### src/rtl/rank_sort_stream_pkg.sv
// Shared types and helpers for the rank sorter.
// Latency: n/a (types and constant functions only).
// Backpressure: n/a.
package rank_sort_stream_pkg;

   // Sorter control states: wait for a vector, rank one element per cycle, present the result.
   typedef enum logic [1:0] {
      IDLE = 2'd0,
      RANK = 2'd1,
      HOLD = 2'd2
   } sort_state_t;

   // Index width that is at least one bit, even for tiny N.
   function automatic int idx_w(input int n);
      return ($clog2(n) < 1) ? 1 : $clog2(n);
   endfunction

endpackage

### src/rtl/rank_sort_stream_if.sv
// Vector handshake bundle between producer, rank sorter and consumer.
// Latency: n/a (wires only).
// Backpressure: in_valid/in_ready on the input vector, out_valid/out_ready on the sorted vector.
// Ports: in_valid, in_ready, descend, data_in[N], out_valid, out_ready, data_sorted[N],
//        out_idx[N] (only when SORT_IDX_EN is defined).
interface rank_sort_stream_if
   import rank_sort_stream_pkg::*;
#(
   parameter int N     = 8,
   parameter int WIDTH = 16
);
   logic             in_valid;
   logic             in_ready;
   logic             descend;
   logic [WIDTH-1:0] data_in [N];
   logic             out_valid;
   logic             out_ready;
   logic [WIDTH-1:0] data_sorted [N];
`ifdef SORT_IDX_EN
   localparam int IW = idx_w(N);
   logic [IW-1:0]    out_idx [N];
`endif

   // Producer/consumer side (drives inputs, reads results).
   modport master (
      output in_valid, descend, data_in, out_ready,
      input  in_ready, out_valid, data_sorted
`ifdef SORT_IDX_EN
      , input out_idx
`endif
   );

   // Sorter side.
   modport slave (
      input  in_valid, descend, data_in, out_ready,
      output in_ready, out_valid, data_sorted
`ifdef SORT_IDX_EN
      , output out_idx
`endif
   );
endinterface

### src/rtl/rank_sort_stream_rank_unit.sv
// Computes the final sorted position of key[sel] within key[].
// Latency: purely combinational, 0 cycles.
// Backpressure: none; evaluated every cycle.
// Ports: key[N] vector, sel element index, descend order, rank output (IW bits).
module rank_sort_stream_rank_unit
   import rank_sort_stream_pkg::*;
#(
   parameter  int N          = 8,
   parameter  int WIDTH      = 16,
   parameter  int SIGNED_CMP = 0,
   localparam int IW         = idx_w(N)
) (
   input  logic [WIDTH-1:0] key [N],
   input  logic [IW-1:0]    sel,
   input  logic             descend,
   output logic [IW-1:0]    rank
);

   // True when a is strictly smaller than b under the configured number format.
   function automatic logic less(input logic [WIDTH-1:0] a, input logic [WIDTH-1:0] b);
      if (SIGNED_CMP != 0) return $signed(a) < $signed(b);
      else                 return a < b;
   endfunction

   logic [WIDTH-1:0] cur;
   logic [N-1:0]     hit;
   logic [IW-1:0]    cnt;

   assign cur = key[sel];

   // One comparator per slot: key[j] lands ahead of cur if it strictly precedes it, or if it
   // is equal and came earlier in the input. The tie rule makes ranks a permutation.
   always_comb begin
      hit = '0;
      cnt = '0;
      for (int j = 0; j < N; j++) begin
         hit[j] = (descend ? less(cur, key[j]) : less(key[j], cur)) |
                  ((IW'(j) < sel) & (key[j] == cur));
         cnt    = cnt + IW'(hit[j]);
      end
   end

   assign rank = cnt;

endmodule

### src/rtl/rank_sort_stream.sv
// Stable N-entry rank sorter: captures a vector, ranks one element per cycle, presents the result.
// Latency: out_valid rises N clock edges after the accepting edge; N+2 cycles per vector minimum.
// Backpressure: in_ready only in IDLE; result held stable in HOLD until out_ready.
// Ports: clk, rst_n (async active-low), bus (rank_sort_stream_if.slave).
// Optional: define SORT_IDX_EN to add bus.out_idx (original index of each sorted element).
module rank_sort_stream
   import rank_sort_stream_pkg::*;
#(
   parameter int N          = 8,
   parameter int WIDTH      = 16,
   parameter int SIGNED_CMP = 0
) (
   input logic                clk,
   input logic                rst_n,
   rank_sort_stream_if.slave  bus
);

   localparam int IW = idx_w(N);

   sort_state_t      state;
   sort_state_t      state_nxt;
   logic [WIDTH-1:0] key [N];
   logic [WIDTH-1:0] sorted_q [N];
   logic             desc_q;
   logic [IW-1:0]    idx;
   logic [IW-1:0]    rank;
   logic             accept;
   logic             last;
`ifdef SORT_IDX_EN
   logic [IW-1:0]    idx_q [N];
`endif

   assign accept = bus.in_valid & (state == IDLE);
   assign last   = (idx == IW'(N - 1));

   rank_sort_stream_rank_unit #(
      .N          (N),
      .WIDTH      (WIDTH),
      .SIGNED_CMP (SIGNED_CMP)
   ) u_rank (
      .key     (key),
      .sel     (idx),
      .descend (desc_q),
      .rank    (rank)
   );

   // State register
   always_ff @(posedge clk or negedge rst_n) begin
      if (!rst_n) state <= IDLE;
      else        state <= state_nxt;
   end

   // Next-state logic
   always_comb begin
      state_nxt = state;
      case (state)
         IDLE:    if (accept) state_nxt = RANK;
         RANK:    if (last) state_nxt = HOLD;
         HOLD:    if (bus.out_ready) state_nxt = IDLE;
         default: state_nxt = IDLE;
      endcase
   end

   // Handshake outputs are pure decodes of the state register.
   always_comb begin
      bus.in_ready  = (state == IDLE);
      bus.out_valid = (state == HOLD);
   end

   // Datapath: key capture, idx counter and scatter of each ranked element into its slot.
   always_ff @(posedge clk or negedge rst_n) begin
      if (!rst_n) begin
         desc_q <= 1'b0;
         idx    <= '0;
         for (int i = 0; i < N; i++) begin
            key[i]      <= '0;
            sorted_q[i] <= '0;
`ifdef SORT_IDX_EN
            idx_q[i]    <= '0;
`endif
         end
      end else begin
         case (state)
            IDLE: begin
               if (accept) begin
                  desc_q <= bus.descend;
                  idx    <= '0;
                  for (int i = 0; i < N; i++) key[i] <= bus.data_in[i];
               end
            end
            RANK: begin
               sorted_q[rank] <= key[idx];
`ifdef SORT_IDX_EN
               idx_q[rank]    <= idx;
`endif
               idx            <= idx + IW'(1);
            end
            default: ;
         endcase
      end
   end

   assign bus.data_sorted = sorted_q;
`ifdef SORT_IDX_EN
   assign bus.out_idx     = idx_q;
`endif

endmodule

### src/flat_wrapper.sv
// flat-port wrapper written by rule: the top's interface ports become plain ports
module rank_sort_stream_flat import rank_sort_stream_pkg::*;
#(
   parameter int N          = 8,
   parameter int WIDTH      = 16,
   parameter int SIGNED_CMP = 0
)
  (clk, rst_n, bus_in_valid, bus_descend, bus_data_in, bus_out_ready, bus_in_ready, bus_out_valid, bus_data_sorted);
  rank_sort_stream_if #(.N(N), .WIDTH(WIDTH)) bus_i ();
  input logic clk;
  input logic rst_n;
  input wire logic [$bits(bus_i.in_valid)-1:0] bus_in_valid;
  input wire logic [$bits(bus_i.descend)-1:0] bus_descend;
  input wire logic [$bits(bus_i.data_in)-1:0] bus_data_in;
  input wire logic [$bits(bus_i.out_ready)-1:0] bus_out_ready;
  output wire logic [$bits(bus_i.in_ready)-1:0] bus_in_ready;
  output wire logic [$bits(bus_i.out_valid)-1:0] bus_out_valid;
  output wire logic [$bits(bus_i.data_sorted)-1:0] bus_data_sorted;
  assign bus_i.in_valid = bus_in_valid;
  assign bus_i.descend = bus_descend;
  assign bus_i.data_in = {>>{bus_data_in}};
  assign bus_i.out_ready = bus_out_ready;
  assign bus_in_ready = bus_i.in_ready;
  assign bus_out_valid = bus_i.out_valid;
  assign bus_data_sorted = {>>{bus_i.data_sorted}};
  rank_sort_stream #(.N(N), .WIDTH(WIDTH), .SIGNED_CMP(SIGNED_CMP)) u_core (.clk(clk), .rst_n(rst_n), .bus(bus_i));
endmodule
### config.mk
export PLATFORM = sky130hd
export DESIGN_NAME = rank_sort_stream_flat
export DESIGN_NICKNAME = d
export VERILOG_FILES = /design/src/rtl/rank_sort_stream_pkg.sv /design/src/rtl/rank_sort_stream_if.sv /design/src/rtl/rank_sort_stream_rank_unit.sv /design/src/rtl/rank_sort_stream.sv /design/src/flat_wrapper.sv
export SDC_FILE = /design/constraint.sdc
export NUM_CORES = 1
export LEC_CHECK = 0
export CAP_MARGIN = 15
export CORE_MARGIN = 2
export CORE_UTILIZATION = 54
export CTS_CLUSTER_SIZE = 16
export DETAILED_ROUTE_END_ITERATION = 12
export PLACE_DENSITY_LB_ADDON = 0.1
export REMOVE_ABC_BUFFERS = 1
export SYNTH_ARGS = -nofsm -noshare
export SYNTH_HDL_FRONTEND = slang
export SYNTH_HIERARCHICAL = 1
export SYNTH_SLANG_ARGS = --single-unit
### constraint.sdc
create_clock -name clk -period 7.5 [get_ports clk]
set_clock_uncertainty 0.05 [all_clocks]
set_input_delay 1.125 -clock clk [delete_from_list [all_inputs] [get_ports clk]]
set_output_delay 1.125 -clock clk [all_outputs]
set_load 0.05 [all_outputs]
==> flow_summary_export.csv, run 1 <==
group,metric,value,unit
placement,dp_hpwl,33500,um
floorplan,rows,61,
synthesis,syn_inst,1287,
final_layout,area_growth,25.8,%
cts,cts.sinks,262,
placement,portBuffers,262,
synthesis,ys.flops,262,
synthesis,yosysWarnings,6,
job,warning_count,27,
critical_path,crit_path_end_kind,"flop",
global_routing,grt_overflow,0,
timing,rsz0062_at_grt,"false",
final_layout,fin_cells,1919,
synthesis,syn_avg_cell_area,11.8,um2
timing,finalSetupViolations,0,
status,status,"completed",
timing,hold-worst-slack,0.455,ns
routing,viasPerCell,6.40,
critical_path,criticalPathCategory,"reg -> reg",
timing,hold_violations,0,
floorplan,dieArea,29500,um2
global_routing,antenna_found_initial,2,
cts,insertion_delay,0.56,ns
synthesis,synthArstFlopShare,100,%
critical_path,slowest_delay,0.73,ns
timing,worst_pin_slew,1.12,ns
routing,detail_route.iter0.violations,1268,
critical_path,worstPathCellList,"buf_4 > mux4_2 > mux2i_1 > buf_4 > ha_1 > nand4_1 > inv_1 > a221o_1 > a211oi_1 > mux2i_1 > fa_1 > inv_1 > fa_1 > fa_1 > inv_1 > ha_1 > or3b_2 > or2_1 > o31ai_1",
final_layout,fin_util,68.8,%
floorplan,num_io_pins,263,
timing,finalClockPeriodUsage,94.7,%
cts,cts.path.max_buffers,3,
cts,root_buffer,"clkbuf_16",
placement,placed_cell_area,18100,um2
synthesis,top_area_share,43.1,%
synthesis,edf_count,0,
timing,setup-tns-final,0,ns
critical_path,arrival,7.51,ns
final_layout,drive_gt1_share,19.1,%
timing,worst_slack,0.397,ns
routing,drc,0,
placement,gp_congestion,0.923,
cts,cts_max_level,1,
cts,cts_buffers,28,
cts,path_clk_slew,0.06,ns
placement,pre_cts_slack,0.321,ns
worst_hold_path,hold_class,"reg -> reg",
cts,cts_tree,"yes",
synthesis,synthFlopType,"dfrtp_1",
critical_path,crit_buf_inv,5,
critical_path,cp-start-kind,"flop",
critical_path,cpMaxStageDelayCell,"dfrtp_4",
final_layout,lay_top_cells,"clkdlybuf4s50_1, dfrtp_1, mux2_2, o21ai_0, ha_1",
final_layout,nets,1788,
==> run 1: final timing paths <==
path                                            start                    endpoint  slack [ns]  cells after the start
setup reg to reg                        u_core/idx[0]  u_core/bus.data_sorted[89]        0.40                     19
min in group asynchronous                       rst_n   u_core/bus.data_sorted[5]        0.58                      1
hold reg to reg            u_core/bus.data_sorted[69]  u_core/bus.data_sorted[69]        0.45                      2
max in group asynchronous                       rst_n               u_core/idx[0]        5.44                      2
hold / removal             u_core/bus.data_sorted[69]  u_core/bus.data_sorted[69]        0.45                      2
setup / recovery                        u_core/idx[0]  u_core/bus.data_sorted[89]        0.40                     19
==> run 1: registers in the layout, summed over array words and instances (netlist names) <==
signal and count:
u_core/idx 3, u_core/key 128, u_core/state 2, u_core/desc_q 1, u_core/bus.data_sorted 128
==> run 1: layer usage <==
metal / vias to the layer above / share of wire, % / global-route usage (%)
li1: 5468 / - / -
met1: 6146 / 43 / 44.3
met2: 588 / 46 / 49.0
met3: 87 / 8.1 / 5.22
met4: 2 / 2.7 / 8.40
met5: - / 0.028 / 0
==> run 1: synth_stat cells (all sizes together), types with 2 or more instances <==
cell     number
fa            4
or3           2
nand2b        3
o21ai       135
o211ai        9
ha          132
inv          20
buf          44
o21a          3
mux2i        53
nor3          5
a221o         2
mux2        164
clkbuf       52
or4           2
a21oi        50
dfrtp       262
mux4         32
o21bai        2
a21o         12
nor2b         9
a22o         19
a211o         3
or2          10
nand4        25
and3          2
nor4          7
nand2        22
nor2         12
a2111oi       6
a211oi        7
o31ai       131
o22ai        16
and4          5
nand3        13
==> run 1: worst reg2reg max path, cell delays in order, from the launching register on <==
cell      delay, ns
dfrtp_4        0.73
buf_4          0.31
mux4_2         0.52
mux2i_1        0.14
buf_4          0.20
ha_1           0.27
nand4_1        0.22
inv_1          0.07
a221o_1        0.36
a211oi_1       0.28
mux2i_1        0.33
fa_1           0.46
inv_1          0.09
fa_1           0.42
fa_1           0.55
inv_1          0.05
ha_1           0.30
or3b_2         0.66
or2_1          0.62
o31ai_1        0.36
==> run 1: final cells by class <==
cell class	count	area (um2)	area share [%]
well taps	378	473	2.47
repair buffers	298	2930	15.3
clock buffers	40	806	4.21
clock inverters	12	146	0.765
multi-input cells	909	8140	42.5
inverters	20	75.1	0.393
flip-flops and latches	262	6560	34.3
==> run 1: kinds of logic (layout without fill, tap and decap cells) <==
group | count (synthesis) | count (layout) | share of synthesized area (%)
multiplexers | 249 | 249 | 20.4
buffers and inverters | 116 | 370 | 3.43
AND/OR/NAND/NOR | 122 | 122 | 4.68
adder cells (fa/ha/maj) | 136 | 136 | 11.4
flip-flops | 262 | 262 | 43.1
AND-OR/OR-AND | 401 | 401 | 17.0
XOR/XNOR | 1 | 1 | 0.0576
==> run 1: repair_timing <==
| item | 4_1_cts | 5_1_grt |
|---|---|---|
| resized | 0 | 0 |
| setup buffers | 0 | 1 |
| hold buffers | 0 | 0 |
| setup endpoints to repair | 0 | 58 |
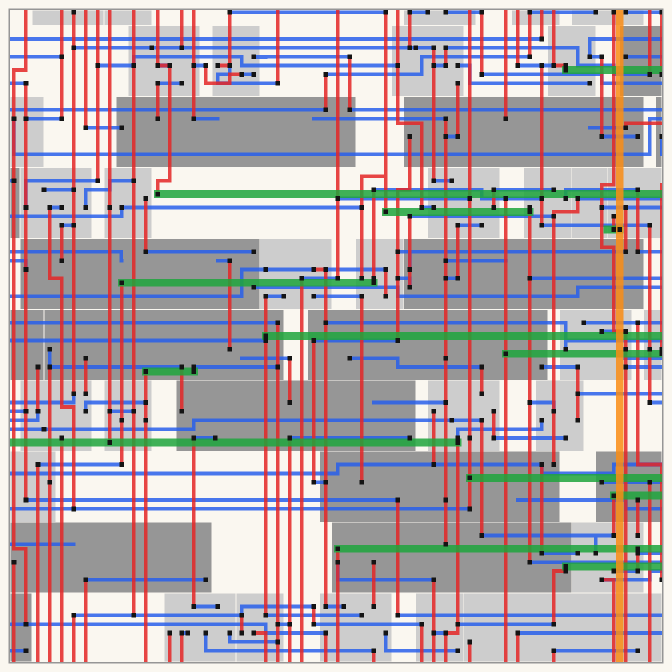
*Layout detail, run 1*
Window x 116 to 141, y 30 to 55 um. Cells in grey, sequential cells in the stronger grey; small squares are vias.
[red] met2
[orange] met4
[blue] met1
[green] met3
cells with their middle in the window: 32
most frequent: o31ai_1 (11), dfrtp_1 (10), o21ai_0 (9)
netlist names of flops here include: u_core/bus.data_sorted (10)
sequential cells in the window: 10

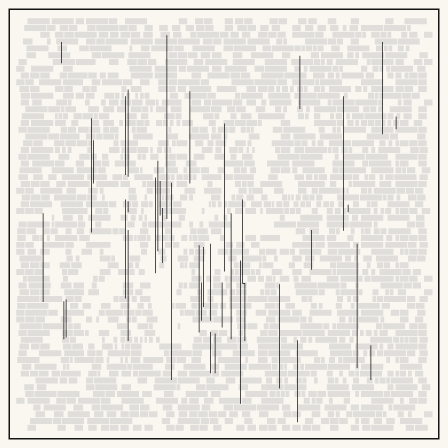
*Met4 routing, run 1*
main direction: vertical
wire length on this layer: 1240 um
longest straight run: 78.9 um
Post-Route WL: 46000 um
Vias: 12300

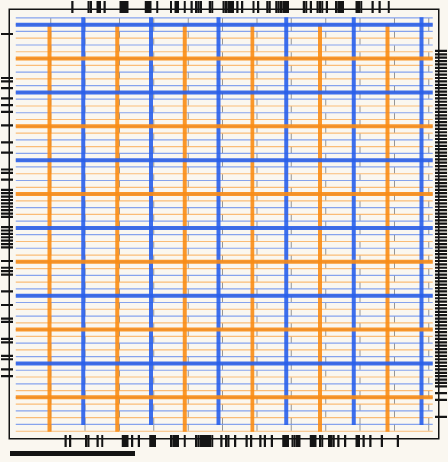
*Power grid, run 1*
Bar = 50 um. Pins as bars on the die edge. Tap cells in grey.
[orange] VSS
[blue] VDD
met5 straps: 12
rows: 61
met4 straps: 12
signal pins: 263
met1 rails: 62
core area: 27800 um2
vertical die size: 172 um
Die Span X: 172 um

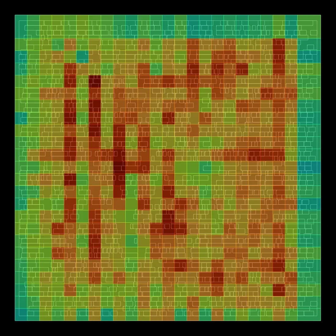
*Track usage over the die, run 1*
Avg WL per Cell: 24.0 um
met1 GRT Util: 44.3%
routing usage on met3: 5.22%
GRT Total Usage: 31.0%

### Routed metal, one colour a layer, run 1

Only two layers are drawn.
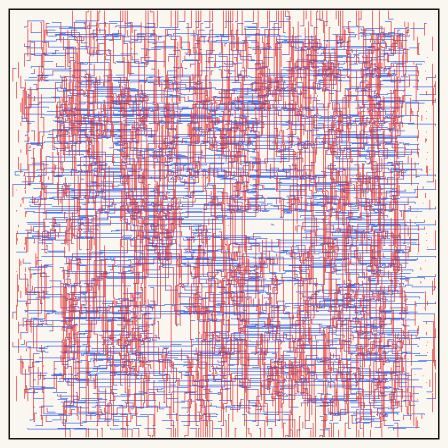

--- run 2 (diff from run 1) ---
Settings changed: CORE_UTILIZATION 54 to 55, DONT_BUFFER_PORTS from default to 1.
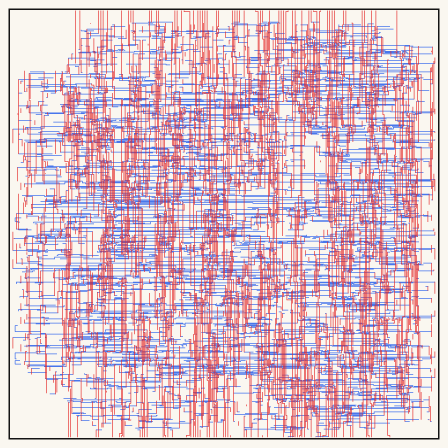
*Routed metal, one colour a layer, run 2*
Only two layers are drawn.
[red] met2 | wire length: 20.3 mm
[blue] met1 | wire length: 18800 um

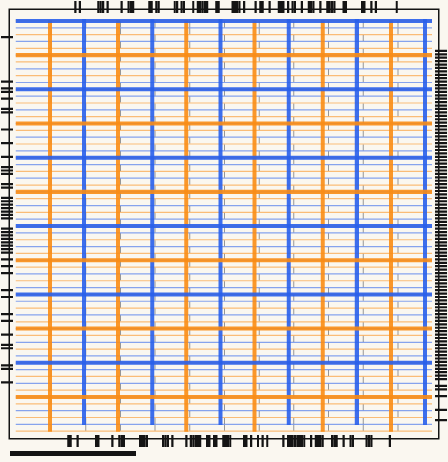
*Power grid, run 2*
Bar = 50 um. Pins as bars on the die edge. Tap cells in grey.
vertical die size: 170 um
core area: 27000 um2

==> run 2 against run 1 <==
Synthesized cell count unchanged; count of clock-buffer cells in the layout up 4; wire length down 4.7%; critical path type unchanged; worst hold slack worse by 0.21 ns; fmax down 2.2%; register-to-register slack lost 0.16 ns; largest cell class unchanged.
==> flow_summary_export.csv, run 2 <==
group,metric,value,unit
global_routing,grt_overflow,0,
routing,detail_route.iter0.violations,986,
cts,cts.sinks,262,
floorplan,rows,60,
synthesis,syn_inst,1287,
timing,hold_violations,0,
timing,rsz0062_at_grt,"false",
floorplan,dieArea,29000,um2
final_layout,lay_top_cells,"dfrtp_1, mux2_2, o21ai_0, ha_1, o31ai_1",
timing,worst_slack,0.238,ns
job,warning_count,29,
final_layout,nets,1524,
timing,slew_violations,0,
critical_path,crit_buf_inv,2,
synthesis,yosysWarnings,6,
cts,cts.path.max_buffers,3,
placement,dp_hpwl,31200,um
cts,path_clk_slew,0.06,ns
routing,first_pass_iters,7,
placement,gp_congestion,0.884,
global_routing,grt_pass1_vias,11000,
cts,cts_hold_buf,0,
timing,fmax,138,MHz
critical_path,crit_path_end_kind,"flop",
floorplan,fp_util,56.3,%
routing,finalWirelength,43900,um
critical_path,worstPathCellList,"mux4_2 > mux2i_1 > ha_1 > and3_1 > nand3_1 > a2111oi_0 > or4_1 > o211ai_1 > fa_1 > inv_1 > fa_1 > fa_1 > inv_1 > ha_1 > or3b_2 > or2_1 > o31ai_1",
final_layout,drive_gt1_share,22.6,%
synthesis,syn_avg_cell_area,11.8,um2
timing,finalSetupViolations,0,
cts,cts_setup_buffers,0,
placement,portBuffers,0,
critical_path,cp-start-kind,"flop",
synthesis,synthFlopType,"dfrtp_1",
critical_path,cpMostUsedCell,"fa_1",
critical_path,slowest_delay,0.79,ns
routing,drc,0,
cts,cts_max_level,1,
timing,finalClockPeriodUsage,96.8,%
timing,hold-worst-slack,0.241,ns
cts,postCtsResizedCells,0,
critical_path,arrival,7.63,ns
synthesis,edf_count,0,
floorplan,chipWidth,170,um
critical_path,r2r_cells,17,
final_layout,nFillCells,2258,
timing,worst_pin_slew,1.13,ns
synthesis,synthArstFlopShare,100,%
cts,root_buffer,"clkbuf_16",
routing,vias,11000,
placement,pre_cts_slack,0.353,ns
critical_path,criticalPathCategory,"reg -> reg",
critical_path,crit_family,"adder cells",
critical_path,r2r_end,"u_core/bus.data_sorted[20]",
worst_hold_path,hold_class,"in -> async",
status,status,"completed",
critical_path,cpMaxStageDelayCell,"dfrtp_4",
synthesis,yosysMostFrequentCell,"dfrtp_1",
critical_path,startpoint,"u_core/idx[0]",
global_routing,grt_util_all_layers,29.9,%
synthesis,ys_top_cells_by_count,"dfrtp_1, mux2_2, ha_1, o21ai_0, o31ai_1",
timing,setup-tns-final,0,ns
critical_path,rrSetupSlack,0.24,ns
cts,cts_tree,"yes",
synthesis,ys.flops,262,
final_layout,area_growth,7.64,%
critical_path,r2r_start,"u_core/idx[0]",
synthesis,syn_area,15200,um2
synthesis,synth.distinct_cells,60,
global_routing,grt_pass1_wl,66600,um
routing,viasPerCell,6.82,
cts,insertion_delay,0.54,ns
cts,cts_buffers,28,
floorplan,num_io_pins,263,
global_routing,antenna_found_initial,5,
synthesis,top_area_share,43.1,%
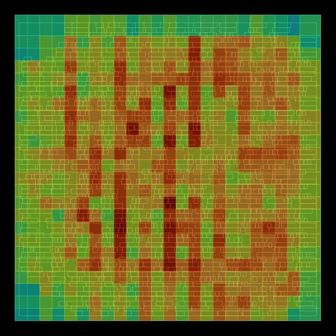
*Track usage over the die, run 2*
met1 GRT Util: 40.7%
Avg WL per Cell: 27.1 um
final core utilization: 60.6%

[run 2: netlist changes by cell type in the layout (fill, tap and decap cells not counted), sizes merged]
cell and change:
clkinvlp +1, buf -3, diode +4, clkbuf +4, bufinv -2, inv -1
clkinv -5, clkdlybuf4s50 -261
[run 2: stage by stage]
step	std cells	cell area (um2)
3_5_place_dp	1566	15500
6_report	1619	16400
5_1_grt	1615	16400
4_1_cts	1615	16400
2_1_floorplan	1191	14800
3_3_place_gp	1566	15500
[run 2: worst max-delay path by stage]
stage                                        to  cells after the start
CTS                  u_core/bus.data_sorted[95]                     20
detailed placement   u_core/bus.data_sorted[95]                     20
global placement     u_core/bus.data_sorted[95]                     21
finish               u_core/bus.data_sorted[20]                     17
global route         u_core/bus.data_sorted[49]                     20
floorplan           u_core/bus.data_sorted[111]                     17
[run 2: cells by family (layout without fill, tap and decap cells)]
logic type	Yosys count	in the layout	synth area share, %
adder cells (fa/ha/maj)	136	136	11.4
buffers and inverters	116	103	3.43
AND/OR/NAND/NOR	122	122	4.68
multiplexers	249	249	20.4
AND-OR/OR-AND	401	401	17.0
other	0	4	0
flip-flops	262	262	43.1
XOR/XNOR	1	1	0.0576
[run 2: layer usage]
| metal | track usage [%] | vias up | routed length (um) |
|---|---|---|---|
| li1 | - | 4944 | - |
| met1 | 40.7 | 5579 | 18800 |
| met2 | 47.9 | 428 | 20300 |
| met3 | 7.86 | 79 | 3790 |
| met4 | 7.36 | 6 | 937 |
| met5 | 0 | - | 41 |
[run 2: area by class of cell]
type                            instances  area [um2]  share of cell area [%]
Multi-Input combinational cell        909        8140                    49.7
Sequential cell                       262        6560                    40.1
Clock buffer                           44         852                    5.21
Tap cell                              341         427                    2.61
Timing Repair Buffer                   34         280                    1.71
Inverter                               20        75.1                   0.459
Clock inverter                          5        27.5                   0.168
Antenna cell                            4        10.0                  0.0612
[run 2: worst reg2reg max path, delay by kind of cell (launching register included)]
kind	cells	cell delay [ns]
compound gates	3	1.22
fa+ha+maj	5	2.15
buf+inv	2	0.11
flops	1	0.79
mux	2	1.06
simple gates	5	1.76
